### src/rtl/apb_pkg.sv
// Shared APB definitions: bus state encoding and default widths.
// Used by the APB requester and by the slave-side blocks.
package apb_pkg;

  localparam int APB_DATA_WIDTH     = 32;
  localparam int APB_ADDR_WIDTH     = 8;
  localparam int APB_TIMEOUT_CYCLES = 16;

  typedef enum logic [1:0] {
    IDLE   = 2'd0,
    SETUP  = 2'd1,
    ACCESS = 2'd2
  } apb_state_t;

endpackage

### src/rtl/apb_master_if.sv
// Command/response and APB bus signals of the APB requester.
// master modport: the requester's view; slave modport: the view of whatever
// sits on the other side (command source, APB peripheral model).
interface apb_master_if
  import apb_pkg::*;
#(
  parameter int DATA_WIDTH = APB_DATA_WIDTH,
  parameter int ADDR_WIDTH = APB_ADDR_WIDTH
) ();

  // command side
  logic                  cmd_valid;
  logic                  cmd_ready;
  logic                  cmd_write;
  logic [ADDR_WIDTH-1:0] cmd_addr;
  logic [DATA_WIDTH-1:0] cmd_wdata;

  // response side
  logic                  rsp_valid;
  logic [DATA_WIDTH-1:0] rsp_rdata;
  logic                  rsp_err;

  // APB bus
  logic                  psel;
  logic                  penable;
  logic                  pwrite;
  logic [ADDR_WIDTH-1:0] paddr;
  logic [DATA_WIDTH-1:0] pwdata;
  logic [DATA_WIDTH-1:0] prdata;
  logic                  pready;
  logic                  pslverr;

  modport master (
    input  cmd_valid, cmd_write, cmd_addr, cmd_wdata,
    output cmd_ready,
    output rsp_valid, rsp_rdata, rsp_err,
    output psel, penable, pwrite, paddr, pwdata,
    input  prdata, pready, pslverr
  );

  modport slave (
    output cmd_valid, cmd_write, cmd_addr, cmd_wdata,
    input  cmd_ready,
    input  rsp_valid, rsp_rdata, rsp_err,
    input  psel, penable, pwrite, paddr, pwdata,
    output prdata, pready, pslverr
  );

endinterface

### src/rtl/apb_wait_timer.sv
// Saturating wait-state counter for the APB requester.
// expired is high once LIMIT-1 increments have been counted, so a caller that
// checks it together with the current inc sees the LIMIT-th waiting cycle.
module apb_wait_timer #(
  parameter int LIMIT = 16
) (
  input  logic clk,
  input  logic rst,
  input  logic clr,
  input  logic inc,
  output logic expired
);

  localparam int CW = $clog2(LIMIT + 1);
  localparam logic [CW-1:0] CNT_MAX  = CW'(LIMIT);
  localparam logic [CW-1:0] CNT_LAST = CW'(LIMIT - 1);

  logic [CW-1:0] cnt_q;

  // count consecutive waiting cycles, holding at LIMIT
  always_ff @(posedge clk or posedge rst) begin
    if (rst) begin
      cnt_q <= '0;
    end else if (clr) begin
      cnt_q <= '0;
    end else if (inc && (cnt_q != CNT_MAX)) begin
      cnt_q <= cnt_q + 1'b1;
    end
  end

  assign expired = (cnt_q >= CNT_LAST);

endmodule

### src/rtl/apb_master.sv
// APB requester: turns valid/ready commands into APB SETUP/ACCESS transfers
// and returns a one-cycle response pulse with read data and error status.
// Optional: define APB_MASTER_TIMEOUT_EN to abort an ACCESS phase after
// TIMEOUT_CYCLES consecutive cycles without pready.
module apb_master
  import apb_pkg::*;
#(
  parameter int DATA_WIDTH     = APB_DATA_WIDTH,
  parameter int ADDR_WIDTH     = APB_ADDR_WIDTH,
  parameter int TIMEOUT_CYCLES = APB_TIMEOUT_CYCLES
) (
  input  logic         pclk,
  input  logic         preset,
  apb_master_if.master bus
);

  apb_state_t            state_q, state_d;
  logic                  complete;
  logic                  accept;
  logic                  abort;

  logic                  psel_q, penable_q, pwrite_q;
  logic [ADDR_WIDTH-1:0] paddr_q;
  logic [DATA_WIDTH-1:0] pwdata_q;
  logic                  rsp_valid_q, rsp_err_q;
  logic [DATA_WIDTH-1:0] rsp_rdata_q;

  assign complete      = (state_q == ACCESS) && bus.pready;
  // a new command can be taken while the current one finishes, keeping psel high
  assign bus.cmd_ready = (state_q == IDLE) || complete;
  assign accept        = bus.cmd_valid && bus.cmd_ready;

`ifdef APB_MASTER_TIMEOUT_EN
  logic expired;

  apb_wait_timer #(
    .LIMIT (TIMEOUT_CYCLES)
  ) u_wait_timer (
    .clk     (pclk),
    .rst     (preset),
    .clr     (state_q == SETUP),
    .inc     ((state_q == ACCESS) && !bus.pready),
    .expired (expired)
  );

  // abort only happens while pready is low, so cmd_ready is low that cycle
  assign abort = (state_q == ACCESS) && !bus.pready && expired;
`else
  // without the timer ACCESS waits for pready indefinitely
  assign abort = 1'b0 && (TIMEOUT_CYCLES > 0);
`endif

  // next-state selection for the IDLE/SETUP/ACCESS sequencer
  always_comb begin
    state_d = state_q;
    case (state_q)
      IDLE:    if (accept) state_d = SETUP;
      SETUP:   state_d = ACCESS;
      ACCESS: begin
        if (abort)         state_d = IDLE;
        else if (complete) state_d = accept ? SETUP : IDLE;
      end
      default: state_d = IDLE;
    endcase
  end

  // state register plus registered psel/penable decoded from the next state
  always_ff @(posedge pclk or posedge preset) begin
    if (preset) begin
      state_q   <= IDLE;
      psel_q    <= 1'b0;
      penable_q <= 1'b0;
    end else begin
      state_q   <= state_d;
      psel_q    <= (state_d != IDLE);
      penable_q <= (state_d == ACCESS);
    end
  end

  // capture the command on accept; held stable through the whole transfer
  always_ff @(posedge pclk or posedge preset) begin
    if (preset) begin
      pwrite_q <= 1'b0;
      paddr_q  <= '0;
      pwdata_q <= '0;
    end else if (accept) begin
      pwrite_q <= bus.cmd_write;
      paddr_q  <= bus.cmd_addr;
      pwdata_q <= bus.cmd_write ? bus.cmd_wdata : '0;
    end
  end

  // one-cycle response on completion or timeout abort
  always_ff @(posedge pclk or posedge preset) begin
    if (preset) begin
      rsp_valid_q <= 1'b0;
      rsp_err_q   <= 1'b0;
      rsp_rdata_q <= '0;
    end else begin
      rsp_valid_q <= complete || abort;
      if (complete) begin
        rsp_err_q   <= bus.pslverr;
        rsp_rdata_q <= pwrite_q ? '0 : bus.prdata;
      end else if (abort) begin
        rsp_err_q   <= 1'b1;
        rsp_rdata_q <= '0;
      end
    end
  end

  assign bus.psel      = psel_q;
  assign bus.penable   = penable_q;
  assign bus.pwrite    = pwrite_q;
  assign bus.paddr     = paddr_q;
  assign bus.pwdata    = pwdata_q;
  assign bus.rsp_valid = rsp_valid_q;
  assign bus.rsp_err   = rsp_err_q;
  assign bus.rsp_rdata = rsp_rdata_q;

endmodule
### src/flat_wrapper.sv
// flat-port wrapper written by rule: the top's interface ports become plain ports
module apb_master_flat import apb_pkg::*;
#(
  parameter int DATA_WIDTH     = APB_DATA_WIDTH,
  parameter int ADDR_WIDTH     = APB_ADDR_WIDTH,
  parameter int TIMEOUT_CYCLES = APB_TIMEOUT_CYCLES
)
  (pclk, preset, bus_cmd_valid, bus_cmd_write, bus_cmd_addr, bus_cmd_wdata, bus_cmd_ready, bus_rsp_valid, bus_rsp_rdata, bus_rsp_err, bus_psel, bus_penable, bus_pwrite, bus_paddr, bus_pwdata, bus_prdata, bus_pready, bus_pslverr);
  apb_master_if #(.DATA_WIDTH(DATA_WIDTH), .ADDR_WIDTH(ADDR_WIDTH)) bus_i ();
  input  logic pclk;
  input  logic preset;
  input wire logic [$bits(bus_i.cmd_valid)-1:0] bus_cmd_valid;
  input wire logic [$bits(bus_i.cmd_write)-1:0] bus_cmd_write;
  input wire logic [$bits(bus_i.cmd_addr)-1:0] bus_cmd_addr;
  input wire logic [$bits(bus_i.cmd_wdata)-1:0] bus_cmd_wdata;
  output wire logic [$bits(bus_i.cmd_ready)-1:0] bus_cmd_ready;
  output wire logic [$bits(bus_i.rsp_valid)-1:0] bus_rsp_valid;
  output wire logic [$bits(bus_i.rsp_rdata)-1:0] bus_rsp_rdata;
  output wire logic [$bits(bus_i.rsp_err)-1:0] bus_rsp_err;
  output wire logic [$bits(bus_i.psel)-1:0] bus_psel;
  output wire logic [$bits(bus_i.penable)-1:0] bus_penable;
  output wire logic [$bits(bus_i.pwrite)-1:0] bus_pwrite;
  output wire logic [$bits(bus_i.paddr)-1:0] bus_paddr;
  output wire logic [$bits(bus_i.pwdata)-1:0] bus_pwdata;
  input wire logic [$bits(bus_i.prdata)-1:0] bus_prdata;
  input wire logic [$bits(bus_i.pready)-1:0] bus_pready;
  input wire logic [$bits(bus_i.pslverr)-1:0] bus_pslverr;
  assign bus_i.cmd_valid = bus_cmd_valid;
  assign bus_i.cmd_write = bus_cmd_write;
  assign bus_i.cmd_addr = bus_cmd_addr;
  assign bus_i.cmd_wdata = bus_cmd_wdata;
  assign bus_cmd_ready = bus_i.cmd_ready;
  assign bus_rsp_valid = bus_i.rsp_valid;
  assign bus_rsp_rdata = bus_i.rsp_rdata;
  assign bus_rsp_err = bus_i.rsp_err;
  assign bus_psel = bus_i.psel;
  assign bus_penable = bus_i.penable;
  assign bus_pwrite = bus_i.pwrite;
  assign bus_paddr = bus_i.paddr;
  assign bus_pwdata = bus_i.pwdata;
  assign bus_i.prdata = bus_prdata;
  assign bus_i.pready = bus_pready;
  assign bus_i.pslverr = bus_pslverr;
  apb_master #(.DATA_WIDTH(DATA_WIDTH), .ADDR_WIDTH(ADDR_WIDTH), .TIMEOUT_CYCLES(TIMEOUT_CYCLES)) u_core (.pclk(pclk), .preset(preset), .bus(bus_i));
endmodule
### config.mk
export PLATFORM = sky130hd
export DESIGN_NAME = apb_master_flat
export DESIGN_NICKNAME = d
export VERILOG_FILES = /design/src/rtl/apb_pkg.sv /design/src/rtl/apb_master_if.sv /design/src/rtl/apb_wait_timer.sv /design/src/rtl/apb_master.sv /design/src/flat_wrapper.sv
export SDC_FILE = /design/constraint.sdc
export NUM_CORES = 1
export LEC_CHECK = 0
export CAP_MARGIN = 5
export CORE_ASPECT_RATIO = 1.75
export CORE_MARGIN = 2
export CORE_UTILIZATION = 30
export CTS_BUF_LIST = sky130_fd_sc_hd__clkbuf_4 sky130_fd_sc_hd__clkbuf_8 sky130_fd_sc_hd__clkbuf_16
export CTS_CLUSTER_SIZE = 28
export DETAILED_ROUTE_END_ITERATION = 10
export MAX_ROUTING_LAYER = met4
export SYNTH_ARGS = -nofsm -noshare
export SYNTH_HDL_FRONTEND = slang
export SYNTH_SLANG_ARGS = --single-unit
### constraint.sdc
create_clock -name pclk -period 3.6 [get_ports pclk]
set_input_delay 0.72 -clock pclk [delete_from_list [all_inputs] [get_ports pclk]]
set_output_delay 0.72 -clock pclk [all_outputs]
set_load 0.02 [all_outputs]
==> deck_impl_summary.md, run 1 <==
Key Metrics from the Run

Worst setup path
  – CP endpoint kind: output pin
  – Crit-path max cell delay: 610 ps
  – Buf/Inv on CP: 2
  – WS Path Type: input port to output pin
  – Startpoint types: input port
  – Critical path's slowest cell: clkdlybuf4s50_1
  – CP cell instances: clkdlybuf4s50_1 -> nor2b_4 -> nor2_1 -> clkdlybuf4s50_1
  – Max Fanout on Critical Path: 3
  – CP Data Arrival Time: 2020 ps
  – Most used cell, CP: clkdlybuf4s50_1

Clock tree
  – Clock tree from TritonCTS: built
  – Cts repair resizes: 0
  – CTS H-Tree Depth: 3
  – CTS clk-pin slew, worst paths: 60 ps
  – Setup bufs post-CTS: 0
  – Hold_buf cts: 0
  – Root Driver: clkbuf_16
  – CTS Buf Count: 9
  – CTS Sinks: 79
  – Clock buffer depth: 2

Run
  – Max-Cap Viols: 0
  – Tool Warnings: 26

Power and ir drop
  – Comb pwr share: 37.9%
  – Seq pwr share: 36.0%
  – Pint: 2.50 mW
  – Pwr Density: 686 nW/µm²
  – Clk pwr share: 26.0%
  – Maximum vdd drop: 0.000338 V
  – Psw: 1.16 mW
  – Tot Pwr: 3.66 mW
  – Switch share: 31.7%
  – Leakage: 2.38 nW

Finish
  – Synth-to-layout area growth: 59.8%
  – Highest-count logic cell in the final layout: clkdlybuf4s50_1
  – N_diodes: 0
  – Final layout net count: 543

Status
  – Outcome: finished, final reports clean

Global route
  – Largest net degree at the start of global routing: 42
  – Met2 track utilization from global routing: 24.3%
  – Grt met1 use: 16.9%
  – Busiest grt layer: met2
  – Met3 usage: 3.50%
  – Antenna violations before repair: 0
  – First-pass GRT wire length: 13400 µm
  – Vias in the first global route: 2658

Synthesis
  – Dominant combinational family: simple AND/OR/NAND/NOR gates
  – Register share after synthesis: 59.1%
  – Adder Area Share: 0%
  – Post-Syn Instances: 311
  – Yosys chip area: 3350 µm²
  – Synth Cell Area: 3350 µm²
  – Mapped Nets: 389
  – Synth area leader: dfrtp_1
  – Distinct cells, synth: 19
  – Synth warnings: 0
  – Yosys cell count: 311
  – Main area contributors: dfrtp_1 59%, mux2i_1 9.6%, nand2_1 7.2%
  – Post-synth regs: 79
  – And+or+nand+nor area frac: 14.7%

Placed design
  – Gp weighted congestion: 0.752
  – Placed insts: 586
  – Buffers on Ports: 155
  – Detail Placement HPWL: 6040 µm
  – Dpl ws: 847 ps

STA
  – Final WS setup: 862 ps
  – Fin crit share: 76.0%
  – Rel. slew slack: 44.7%
  – Final setup viols: 0
  – Worst-margin pin slew: 830 ps
  – Slew Limit Fails: 0
  – Fin Setup TNS: 0 ps
  – Max Fclk: 0.365 GHz
  – Final hold violations: 0
  – Clock Skew: 7.44 ps

Die
  – Chip area: 12000 µm²
  – Chip width: 83.8 µm
  – Row count: 51
  – Core footprint: 11000 µm²

Drt
  – Initial DRC count: 66
  – DR pass1 iterations: 4
  – Vias/cell: 4.28
  – DRC violations left: 0
  – DRT antenna net count: 0

Hold path
  – Min-delay worst type: flop to flop
run 1: cells by family (layout without fill, tap and decap cells):
kind of cell | Yosys count | count (layout)
buffers and inverters | 54 | 212
DFF | 79 | 79
muxes | 42 | 42
and+or+nand+nor | 102 | 102
AOI/OAI and AO/OA | 34 | 34
run 1: registers in the layout, indices dropped and copies added, names as in the netlist:
name / cells
u_core.bus.paddr: 8
u_core.bus.penable: 1
u_core.bus.psel: 1
u_core.bus.pwdata: 32
u_core.bus.pwrite: 1
u_core.bus.rsp_err: 1
u_core.bus.rsp_rdata: 32
u_core.bus.rsp_valid: 1
u_core.state_q: 2
run 1: cell type report:
cell class / count / area [µm²]
Tap cell: 132 / 165
Timing Repair Buffer: 162 / 1630
Fill cell: 1033 / 5630
Sequential cell: 79 / 1980
Clock buffer: 11 / 246
Multi-Input combinational cell: 178 / 1120
Inverter: 35 / 133
Clock inverter: 4 / 70.1
run 1: worst paths after layout:
check                                         from  slack, ps  cells after the start                      end
min in group asynchronous                   preset        810                      2  u_core.bus.rsp_rdata[0]
min                        u_core.bus.rsp_rdata[2]        470                      2  u_core.bus.rsp_rdata[2]
max in group asynchronous                   preset       2120                      3     u_core.bus.pwdata[1]
min reg2reg                u_core.bus.rsp_rdata[2]        470                      2  u_core.bus.rsp_rdata[2]
max reg2reg                      u_core.state_q[1]       1730                      5     u_core.bus.pwdata[7]
max                                     bus_pready        860                      4            bus_cmd_ready
run 1: power groups by stage:
stage                     Combinational, mW  Clock (mW)  Sequential [mW]
after floorplan                       0.370           0             1.64
after global placement                 1.39           0             1.33
after detailed placement               1.41           0             1.34
after CTS                              1.42       0.991             1.33
after global routing                   1.49        1.03             1.37
final                                  1.39       0.954             1.32
run 1: synth_stat cells:
master	n
buf_6	4
buf_8	1
clkbuf_1	8
or2_1	1
nand2b_1	32
nor2b_4	1
o21ai_0	34
nor3b_2	1
buf_1	1
buf_2	5
mux2i_1	32
or3b_1	1
nor2_1	1
dfrtp_1	79
nand2_1	64
mux2_2	4
inv_1	35
nand3b_1	1
mux2_4	6
run 1: per-stage QoR:
step	utilization (%)	instance area (µm²)	hold slack, ps
CTS	48.7	5350	485
global placement	45.8	5030	463
global route	48.7	5350	512
detailed placement	45.8	5030	472
finish	48.7	5350	475
floorplan	-	3350	487
run 1: routing by layer:
layer	vias up	wire (µm)
met5	-	0
met4	0	136
met3	9	458
met2	100	4190
met1	1189	3400
li1	1273	-
run 1: worst register-to-register path: stages, from the launching register on:
cell,delay (ps)
dfrtp_1,410
nor2b_4,150
nor3b_4,160
buf_4,350
buf_4,450
mux2i_1,270
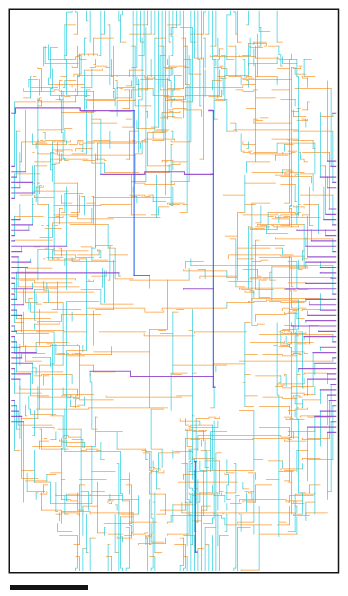
Run 1: routed metal, one color a layer
Scale bar: 20 µm.
metal 4: in blue, wire length 136 µm. metal 2: in cyan, wire length 4190 µm. metal 3: in purple, wire length 458 µm. metal 1: in orange, wire length 3400 µm.
routed wire length: 8180 µm
DR WL/cell: 13.6 µm
GRT Overall Usage: 14.6%
vias: 2571

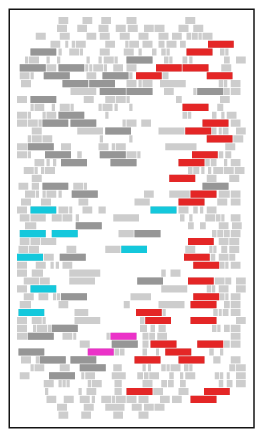
Run 1: sequential cells colored by netlist name
Other sequential cells in the stronger gray, the rest of the logic in the fainter gray.
u_core.state_q: in magenta, sequential cells 2. u_core.bus.paddr: in cyan, sequential cells 8. u_core.bus.rsp_rdata: in red, sequential cells 32.

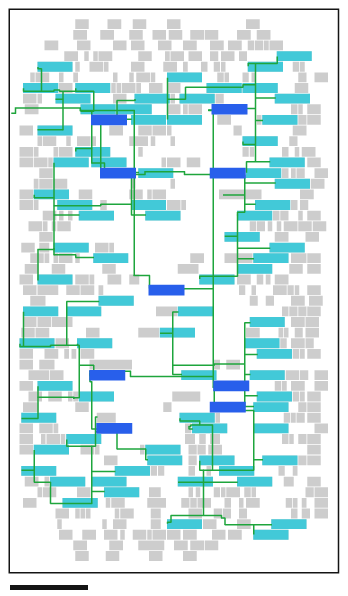
Run 1: clock network drawn from the DEF
Scale bar: 20 µm.
clock wires: in green, length 1010 µm. flip-flops: in cyan, count 79. clock drivers: in blue, count 9.
There are 10 routed clock nets.

==> run 2: changes to the inputs <==
clock period = 2.8 ns   (was 3.6 ns; I/O delays follow)
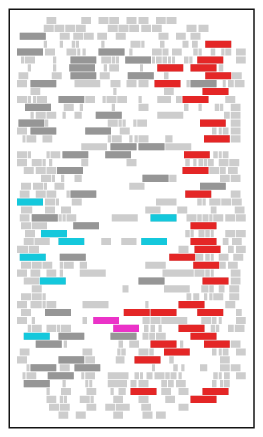
Run 2: sequential cells colored by netlist name
Other sequential cells in the stronger gray, the rest of the logic in the fainter gray.
u_core.state_q: in magenta, sequential cells 2. u_core.bus.paddr: in cyan, sequential cells 8. u_core.bus.rsp_rdata: in red, sequential cells 32, where a vertical strip on the right.
Another 37 sequential cells are not colored.
Seq power: 1.67 mW
Storage cell area: 1980 µm²

==> deck_impl_summary.md, run 2 <==
Key Metrics from the Run

Status
  – Outcome: finished, final reports clean

Synthesis
  – Dominant combinational family: simple AND/OR/NAND/NOR gates
  – Mapped Nets: 389 (unchanged)
  – Commonest cells post-synth: 79 x dfrtp_1, 64 x nand2_1, 35 x inv_1
  – Asr flop ratio synth: 100% (unchanged)
  – And+or+nand+nor area frac: 14.7% (unchanged)
  – Register share after synthesis: 59.1% (unchanged)
  – Adder Area Share: 0% (unchanged)
  – Most common cell in the netlist: dfrtp_1
  – Synth Cell Area: 3350 µm² (unchanged)
  – Main area contributors: dfrtp_1 59%, mux2i_1 9.6%, nand2_1 7.2%
  – Yosys cell count: 311 (unchanged)
  – Post-synth EDFFs: 0 (unchanged)
  – Post-Syn Instances: 311 (unchanged)

Hold path
  – Hold Startpoint: u_core.bus.rsp_rdata[10]
  – Min-delay worst type: flop to flop
  – Hold Path End: u_core.bus.rsp_rdata[10]

Worst setup path
  – Critical path's slowest cell: clkdlybuf4s50_1
  – CP cell instances: clkdlybuf4s50_1 -> nor2b_4 -> nor2_1 -> clkdlybuf4s50_1
  – Max Fanout on Critical Path: 3 (unchanged)
  – Capturing point of the worst reg2reg path: u_core.bus.rsp_rdata[22]
  – R2R Setup Slk: 1200 ps (-530 ps)
  – Most used cell, CP: clkdlybuf4s50_1
  – Startpoint types: input port

Run
  – Tool Warnings: 26 (unchanged)
  – Max-Cap Viols: 0 (unchanged)

Clock tree
  – Clock buffer depth: 2 (unchanged)
  – CTS clk-pin slew, worst paths: 60 ps (about the same)
  – Hold_buf cts: 0 (unchanged)
  – Clock tree from TritonCTS: built
  – Setup bufs post-CTS: 0 (unchanged)
  – CTS H-Tree Depth: 3 (unchanged)

STA
  – Worst-margin pin slew: 593 ps (-236 ps)
  – Rel. slew slack: 60.3% (+16 points)
  – Fin Setup TNS: 0 ps (unchanged)
  – Final setup viols: 0 (unchanged)
  – Max Fclk: 0.413 GHz
  – Slew Limit Fails: 0 (unchanged)
  – Fin crit share: 86.4%

Finish
  – Highest-count logic cell in the final layout: clkdlybuf4s50_1
  – Synth-to-layout area growth: 60.2%
  – Number of filler cells placed in the layout: 1038 (+0.48%)
  – Final layout net count: 545 (+0.37%)
  – N_diodes: 0 (unchanged)

Power and ir drop
  – Leakage: 2.37 nW (-0.21%)
  – Maximum vdd drop: 0.000411 V (+22%)

Drt
  – Vias/cell: 4.29 (+0.35%)
  – DR pass1 iterations: 2 (-2)
  – Vias: 2593 (+0.86%)

Global route
  – Met2 track utilization from global routing: 24.8% (+0.55 points)
  – Grt met1 use: 16.6% (-0.29 points)
  – Vias in the first global route: 2668 (+0.38%)
  – GRT Overall Usage: 14.4% (-0.11 points)
  – Busiest grt layer: met2
  – Met3 usage: 2.93% (-0.57 points)

Die
  – Chip area: 12000 µm² (unchanged)
  – Row count: 51 (unchanged)

Placed design
  – Detail Placement HPWL: 6220 µm (+3.1%)
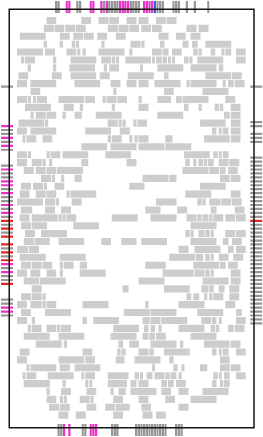
Run 2: I/O pins on the die edge
Pins as bars across the die edge, other pins in gray.
preset: in blue, pins 1, direction input, edge north. bus_pwdata: in magenta, pins 32, direction output, edge 14 north, 13 west, 5 south. bus_cmd_addr: in red, pins 8, direction input, edge 7 west, 1 east.
All pins by edge: 49 east, 43 west, 37 north, 27 south.

[run 2: cell count changes in the layout (fill, tap and decap cells not counted), sizes merged]
cell	before	now
clkinvlp	0	3
clkinv	3	2
buf	7	9
bufinv	2	1
[run 2: logic make-up (layout without fill, tap and decap cells)]
family,count (synthesis),in the layout
and+or+nand+nor,102,102
DFF,79,79
buffers and inverters,54,215
muxes,42,42
AOI/OAI and AO/OA,34,34
[run 2: report_power, final]
| group | switching [mW] | internal, mW | leakage (nW) |
|---|---|---|---|
| Sequential | 0.185 | 1.49 | 1.01 |
| Combinational | 0.897 | 0.932 | 1.22 |
| Clock | 0.446 | 0.723 | 0.141 |
[run 2: layout make-up]
| class | instances | area share [%] |
|---|---|---|
| Tap cell | 132 | 3.08 |
| Clock inverter | 5 | 1.07 |
| Timing Repair Buffer | 164 | 30.9 |
| Multi-Input combinational cell | 178 | 21.0 |
| Inverter | 35 | 2.47 |
| Clock buffer | 11 | 4.60 |
| Sequential cell | 79 | 36.9 |
[run 2: layer usage]
| metal | up-vias | wire length [µm] |
|---|---|---|
| li1 | 1278 | - |
| met1 | 1207 | 3370 |
| met2 | 100 | 4440 |
| met3 | 8 | 448 |
| met4 | 0 | 123 |
| met5 | - | 0 |
[run 2: worst max-delay path by stage]
| stage | start | end | slack [ps] | depth (start not counted) |
|---|---|---|---|---|
| floorplan | preset | u_core.bus.paddr[0] | 220 | 1 |
| global placement | bus_pready | bus_cmd_ready | 390 | 4 |
| detailed placement | bus_pready | bus_cmd_ready | 360 | 4 |
| CTS | bus_pready | bus_cmd_ready | 360 | 4 |
| global route | bus_pready | bus_cmd_ready | 320 | 4 |
| finish | bus_pready | bus_cmd_ready | 380 | 4 |
[run 2: stage by stage]
step | setup WS [ps] | util (%) | instance area (µm²) | hold slack [ps] | cells
2_1_floorplan | 217 | - | 3350 | 487 | 311
3_3_place_gp | 391 | 46.1 | 5060 | 465 | 588
3_5_place_dp | 362 | 46.1 | 5060 | 471 | 588
4_1_cts | 362 | 48.8 | 5360 | 483 | 604
5_1_grt | 318 | 48.8 | 5360 | 505 | 604
6_report | 381 | 48.8 | 5360 | 477 | 604
[run 2: worst min-delay path: stages (launching register included)]
cell and delay [ps]:
dfrtp_1 340, nand2_1 40, o21ai_0 60
No activity file was given, so power comes from the tool's default toggle rates.
